File: src/rtl/varredura_display.sv
// Scan controller for a time-multiplexed common-anode 7-segment display.
// A ripple-divider tap is synchronised and edge-detected; each rising edge advances one digit.
module varredura_display #(
  parameter  int N_DIGITS = 4,
  localparam int IDX_W    = (N_DIGITS > 1) ? $clog2(N_DIGITS) : 1
) (
  input  logic                  clock_in,
  input  logic                  reset,
  input  logic                  scan_tick_in,
  input  logic                  enable_in,
  input  logic [4*N_DIGITS-1:0] digits_in,
  input  logic [N_DIGITS-1:0]   dp_in,
  input  logic [N_DIGITS-1:0]   blank_in,
  output logic [N_DIGITS-1:0]   anode_out,
  output logic [6:0]            seg_out,
  output logic                  dp_out,
  output logic [IDX_W-1:0]      digit_idx
);

  // BLANK is a one-cycle anti-ghosting gap between consecutive digits.
  typedef enum logic [1:0] {
    ST_IDLE  = 2'd0,
    ST_BLANK = 2'd1,
    ST_SHOW  = 2'd2
  } state_t;

  state_t              state_q, state_d;
  logic [IDX_W-1:0]    idx_q, idx_d;
  logic [N_DIGITS-1:0] anode_q, anode_d;
  logic [6:0]          seg_q, seg_d;
  logic                dp_q, dp_d;

  logic sync1_q, sync2_q, prev_q, step_q;

  logic [3:0] sel_nib;
  logic       sel_dp;
  logic       sel_blank;
  logic       idx_last;

  function automatic logic [6:0] decode(input logic [3:0] v);
    logic [6:0] s;
    case (v)
      4'h0: s = 7'h40;
      4'h1: s = 7'h79;
      4'h2: s = 7'h24;
      4'h3: s = 7'h30;
      4'h4: s = 7'h19;
      4'h5: s = 7'h12;
      4'h6: s = 7'h02;
      4'h7: s = 7'h78;
      4'h8: s = 7'h00;
      4'h9: s = 7'h10;
      4'hA: s = 7'h08;
      4'hB: s = 7'h03;
      4'hC: s = 7'h46;
      4'hD: s = 7'h21;
      4'hE: s = 7'h06;
      default: s = 7'h0E;
    endcase
    return s;
  endfunction

  // step_q is registered so the FSM sees one clean pulse per tick rising edge.
  always_ff @(posedge clock_in) begin
    if (reset) begin
      sync1_q <= 1'b0;
      sync2_q <= 1'b0;
      prev_q  <= 1'b0;
      step_q  <= 1'b0;
    end else begin
      sync1_q <= scan_tick_in;
      sync2_q <= sync1_q;
      prev_q  <= sync2_q;
      step_q  <= sync2_q & ~prev_q;
    end
  end

  assign idx_last = (idx_q == IDX_W'(N_DIGITS - 1));

  always_comb begin
    state_d   = state_q;
    idx_d     = idx_q;
    anode_d   = '1;
    seg_d     = 7'h7F;
    dp_d      = 1'b1;
    sel_nib   = 4'h0;
    sel_dp    = 1'b0;
    sel_blank = 1'b0;

    case (state_q)
      ST_IDLE: begin
        if (enable_in) state_d = ST_BLANK;
      end
      ST_BLANK: begin
        state_d = enable_in ? ST_SHOW : ST_IDLE;
      end
      ST_SHOW: begin
        if (!enable_in) begin
          state_d = ST_IDLE;
        end else if (step_q) begin
          idx_d   = idx_last ? '0 : idx_q + 1'b1;
          state_d = ST_BLANK;
        end
      end
      default: state_d = ST_BLANK;
    endcase

    // Outputs are registered against the next state so they settle with it.
    if (state_d == ST_SHOW) begin
      for (int k = 0; k < N_DIGITS; k++) begin
        if (idx_d == IDX_W'(k)) begin
          anode_d[k] = 1'b0;
          sel_nib    = digits_in[4*k +: 4];
          sel_dp     = dp_in[k];
          sel_blank  = blank_in[k];
        end
      end
      if (!sel_blank) begin
        seg_d = decode(sel_nib);
        dp_d  = ~sel_dp;
      end
    end
  end

  always_ff @(posedge clock_in) begin
    if (reset) begin
      state_q <= ST_BLANK;
      idx_q   <= '0;
      anode_q <= '1;
      seg_q   <= 7'h7F;
      dp_q    <= 1'b1;
    end else begin
      state_q <= state_d;
      idx_q   <= idx_d;
      anode_q <= anode_d;
      seg_q   <= seg_d;
      dp_q    <= dp_d;
    end
  end

  assign anode_out = anode_q;
  assign seg_out   = seg_q;
  assign dp_out    = dp_q;
  assign digit_idx = idx_q;

endmodule

File: config.mk
export PLATFORM = sky130hd
export DESIGN_NAME = varredura_display
export DESIGN_NICKNAME = d
export VERILOG_FILES = /design/src/rtl/varredura_display.sv
export SDC_FILE = /design/constraint.sdc
export NUM_CORES = 1
export LEC_CHECK = 0
export ABC_AREA = 1
export ABC_CLOCK_PERIOD_IN_PS = 6000
export CAP_MARGIN = 25
export CORE_MARGIN = 8
export CORE_UTILIZATION = 40
export CTS_CLUSTER_DIAMETER = 80
export CTS_CLUSTER_SIZE = 14
export DETAILED_ROUTE_END_ITERATION = 10
export DONT_BUFFER_PORTS = 1
export PLACE_DENSITY = 0.59
export SLEW_MARGIN = 5
export SYNTH_ARGS = -nofsm -noshare
export SYNTH_HDL_FRONTEND = slang
export SYNTH_SLANG_ARGS = --single-unit
File: constraint.sdc
create_clock -name clock_in -period 6 [get_ports clock_in]
set_input_delay 1.2 -clock clock_in [delete_from_list [all_inputs] [get_ports clock_in]]
set_output_delay 1.2 -clock clock_in [all_outputs]
set_load 0.05 [all_outputs]
### Port wiring, run 1

Scale: 6 px per um.
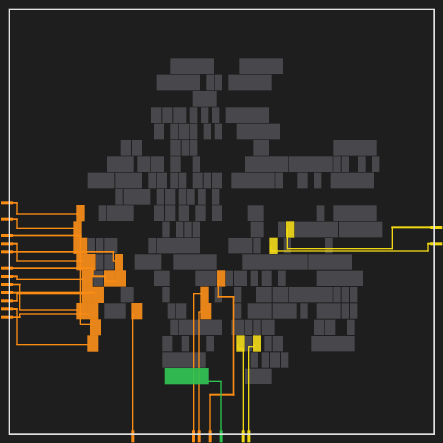
[orange] `digits_in` | direction: input | edge: 12 left, 4 bottom | end cells: 18 | buffers: 0 | wire: 287 um
[green] `dp_out` | direction: output | edge: bottom | end cells: 1 | buffers: 0 | wire: 10.6 um
[yellow] `blank_in` | direction: input | edge: 2 bottom, 2 right | end cells: 4 | buffers: 0 | wire: 90.6 um

### Signal wires by layer, run 1

Scale: 8 px per um. Only two layers are drawn.
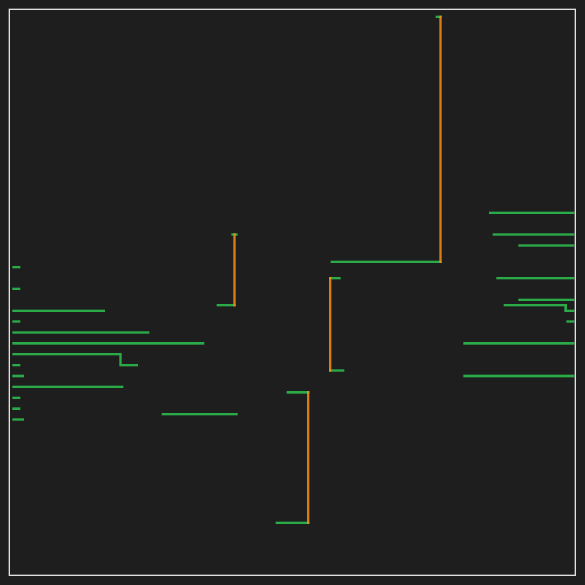
[green] metal 3 | wire length: 203 um
[orange] metal 4 | wire length: 67.3 um

### A small window of the routed layout, run 1

Window x 43 to 63, y 43 to 63 um. Cells in gray, sequential cells in the stronger gray; small squares are vias.
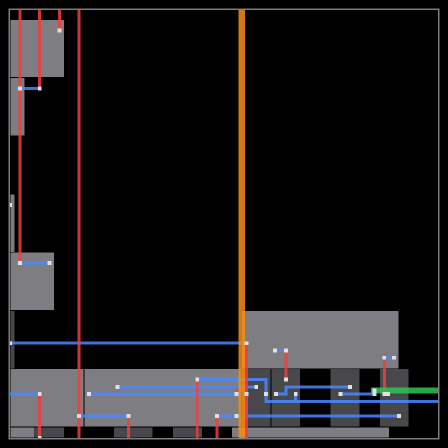
[blue] metal 1
[orange] metal 4
[green] metal 3
[red] metal 2
sequential cells in the window: 2
netlist names of flops here include: `sync1_q` (1), `sync2_q` (1)
cells with their middle in the window: 6
most frequent: inv_1 (2), nor2_1 (2), dfxtp_1 (2)

==> run 1: state kept, by name (all words and copies together) (netlist names) <==
name / cells
dp_out: 1
anode_out: 4
sync2_q: 1
seg_out: 7
sync1_q: 1
step_q: 1
prev_q: 1
digit_idx: 2
state_q: 2
==> run 1: where the power goes <==
group | switching, mW | internal, mW | total [mW]
clock network | 0.0404 | 0.0675 | 0.108
registers | 0.0111 | 0.137 | 0.148
logic | 0.0200 | 0.0110 | 0.0310
total | 0.0715 | 0.216 | 0.287
==> run 1: per-layer routing <==
metal / wire (um) / global-route usage [%]
met3: 203 / 3.81
met4: 67 / 6.00
met5: 0 / 0
met1: 1240 / 14.4
met2: 1300 / 18.0
==> run 1: cell families after synthesis <==
family          after synthesis
fa+ha+maj                     7
simple gates                111
flops                        20
compound gates                8
buf+inv                      19
==> notes.md, run 1 <==
yosys + openroad results -> area of placed instances=approximately 1200 um2, synthesized cell area=~1200 um2, DRC viols=0, outcome=complete, no violations, CTS tree=done, final hold slack=0.394 ns, Seq/Total Area, Yosys=between 30% and 40%, pwr/cell area=approximately 220 nW/um2, r2r startpoint=digit_idx[0], crit path launch=enable_in, Post-synth area hogs=dfxtp_1 34%, nand2_1 15%, nand3_1 13%, WP depth=13, CP cell instances=inv_2 > nor2_4 > nand2_4 > nand2_1 > nand2_2 > nor2_2 > nand2_1 > nand3_1 > nand2_1 > ha_1 > nand3_1 > nand3_1 > nand3_1, Final nets=204, Post-Synthesis Mean Instance Area=roughly 7.2 um2, final setup fails=0, Clock Sinks=20, fp_density=about two fifths, cell depth of the worst flop-to-flop path=11, relative slew slack=between 50% and 60%, iteration count of the initial detailed-routing pass=4, top cell type by total area after synthesis=dfxtp_1, Setup Buffers After CTS=0, htree depth=1, slowest cell delay on critical path=0.34 ns, area delta synth->final=7.56%
==> run 1 -> run 2 <==
--- a/config.mk
+++ b/config.mk
@@ -6,7 +6,7 @@
 export NUM_CORES = 1
 export LEC_CHECK = 0
 export ABC_AREA = 1
-export ABC_CLOCK_PERIOD_IN_PS = 6000
+export ABC_CLOCK_PERIOD_IN_PS = 2500
 export CAP_MARGIN = 25
 export CORE_MARGIN = 8
 export CORE_UTILIZATION = 40
==> constraint.sdc (replaced) <==
create_clock -name clock_in -period 2.5 [get_ports clock_in]
set_input_delay 0.5 -clock clock_in [delete_from_list [all_inputs] [get_ports clock_in]]
set_output_delay 0.5 -clock clock_in [all_outputs]
set_load 0.05 [all_outputs]
==> notes.md, run 2 <==
yosys + openroad results -> outcome=complete, no violations, Post-synth area hogs=dfxtp_1 34%, nand2_1 15%, nand3_1 13%, Buffers on Ports=0, WP depth=12 (-1), initial drt markers=39, met3 WL=272 um (+34%), pwr/cell area=530 nW/um2 (+140%), post-DP HPWL=around 2400 um, Clock Sinks=20 (unchanged), crit path launch=digit_idx[0], Final WS setup=~0.40 ns, setup TNS=0 ns, CTS tree=done, crit path kind=reg -> reg, cell depth of the worst flop-to-flop path=12 (+1), Hold Crit Depth=1, fp_density=40.3% (unchanged), htree depth=1 (unchanged), EDFF count, synth=0, most frequent cells in the layout=48 x nand2_1, 30 x nand3_1, 20 x dfxtp_1, RSZ-0062 raised after global routing=no, final setup fails=0 (unchanged), r2r startpoint=digit_idx[0], slowest library cell on the worst path=dfxtp_1, DRC viols=0 (unchanged), area of placed instances=1240 um2 (+1.2%), synthesized cell area=1190 um2 (unchanged), vias per cell=5.10, final hold slack=0.259 ns (-0.135 ns), area delta synth->final=8.82%, metal2 WL=1330 um (+1.8%), slowest cell delay on critical path=0.34 ns (about the same), Final nets=206 (+0.98%), top sig layer=met4, Seq/Total Area, Yosys=33.6% (unchanged), Clock Skews=between 0.002 and 0.0025 ns, iteration count of the initial detailed-routing pass=4 (unchanged), Clk pin slew, worst setup/hold paths=~0.11 ns, relative slew slack=66.5% (+7.5 points), CP delay by family, top=simple AND/OR/NAND/NOR gates, top cell type by total area after synthesis=dfxtp_1, AND-OR/OR-AND share of the synthesized area=approximately 3.6%, CP cell instances=ha_1 > nand3_1 > nand2_2 > o21ai_0 > nand3_1 > nand2_1 > inv_1 > ha_1 > nand3_1 > nand2_1 > nand2_1 > nand3_1, CP endpoint=seg_out[3], Hold Crit Endpoint=digit_idx[1], max reg flops=7 (unchanged), Post-synth regs=20, Setup Buffers After CTS=0 (unchanged), M1 WL=1250 um (+1.1%), Post-Synthesis Mean Instance Area=7.22 um2 (unchanged)
[run 2: cell counts after synthesis]
Identical to the previous run, type by type.
[run 2: where the power goes]
group	total, mW	switching (mW)	internal [mW]
sequential	0.356	0.0268	0.329
clock	0.255	0.0933	0.162
combinational	0.0752	0.0489	0.0263
total	0.687	0.169	0.518
[run 2: layer usage]
layer / GRT usage (%) / vias up
met5: 0 / -
met3: 4.38 / 2
met1: 13.8 / 455
met2: 18.7 / 37
li1: - / 541
met4: 5.54 / 0
[run 2: layout make-up]
class,instances,area [um2]
sequential,20,400
clock buffer,3,22.5
inverter,18,70.1
timing repair buffer,2,15.0
tap,33,41.3
multi-input combinational,126,717
clock inverter,1,30.0
fill,318,1660
### Port wiring, run 2

Scale: 6 px per um.
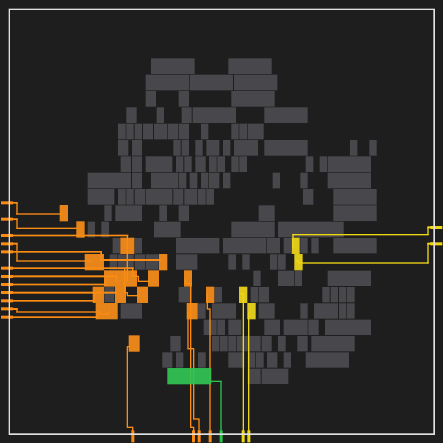
[orange] `digits_in` | direction: input | edge: 12 left, 4 bottom | end cells: 18 | buffers: 0 | wire: 309 um
[green] `dp_out` | direction: output | edge: bottom | end cells: 1 | buffers: 0 | wire: 10.2 um
[yellow] `blank_in` | direction: input | edge: 2 bottom, 2 right | end cells: 4 | buffers: 0 | wire: 96.1 um

### Metal 2, run 2

Scale: 6 px per um.
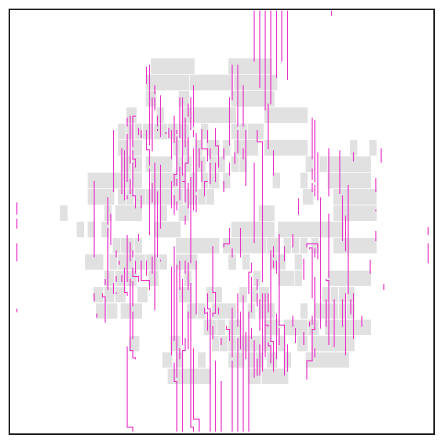
wire length on this layer: 1,330 um
longest straight run: 24.5 um

No activity file was given, so power comes from the tool's default toggle rates.
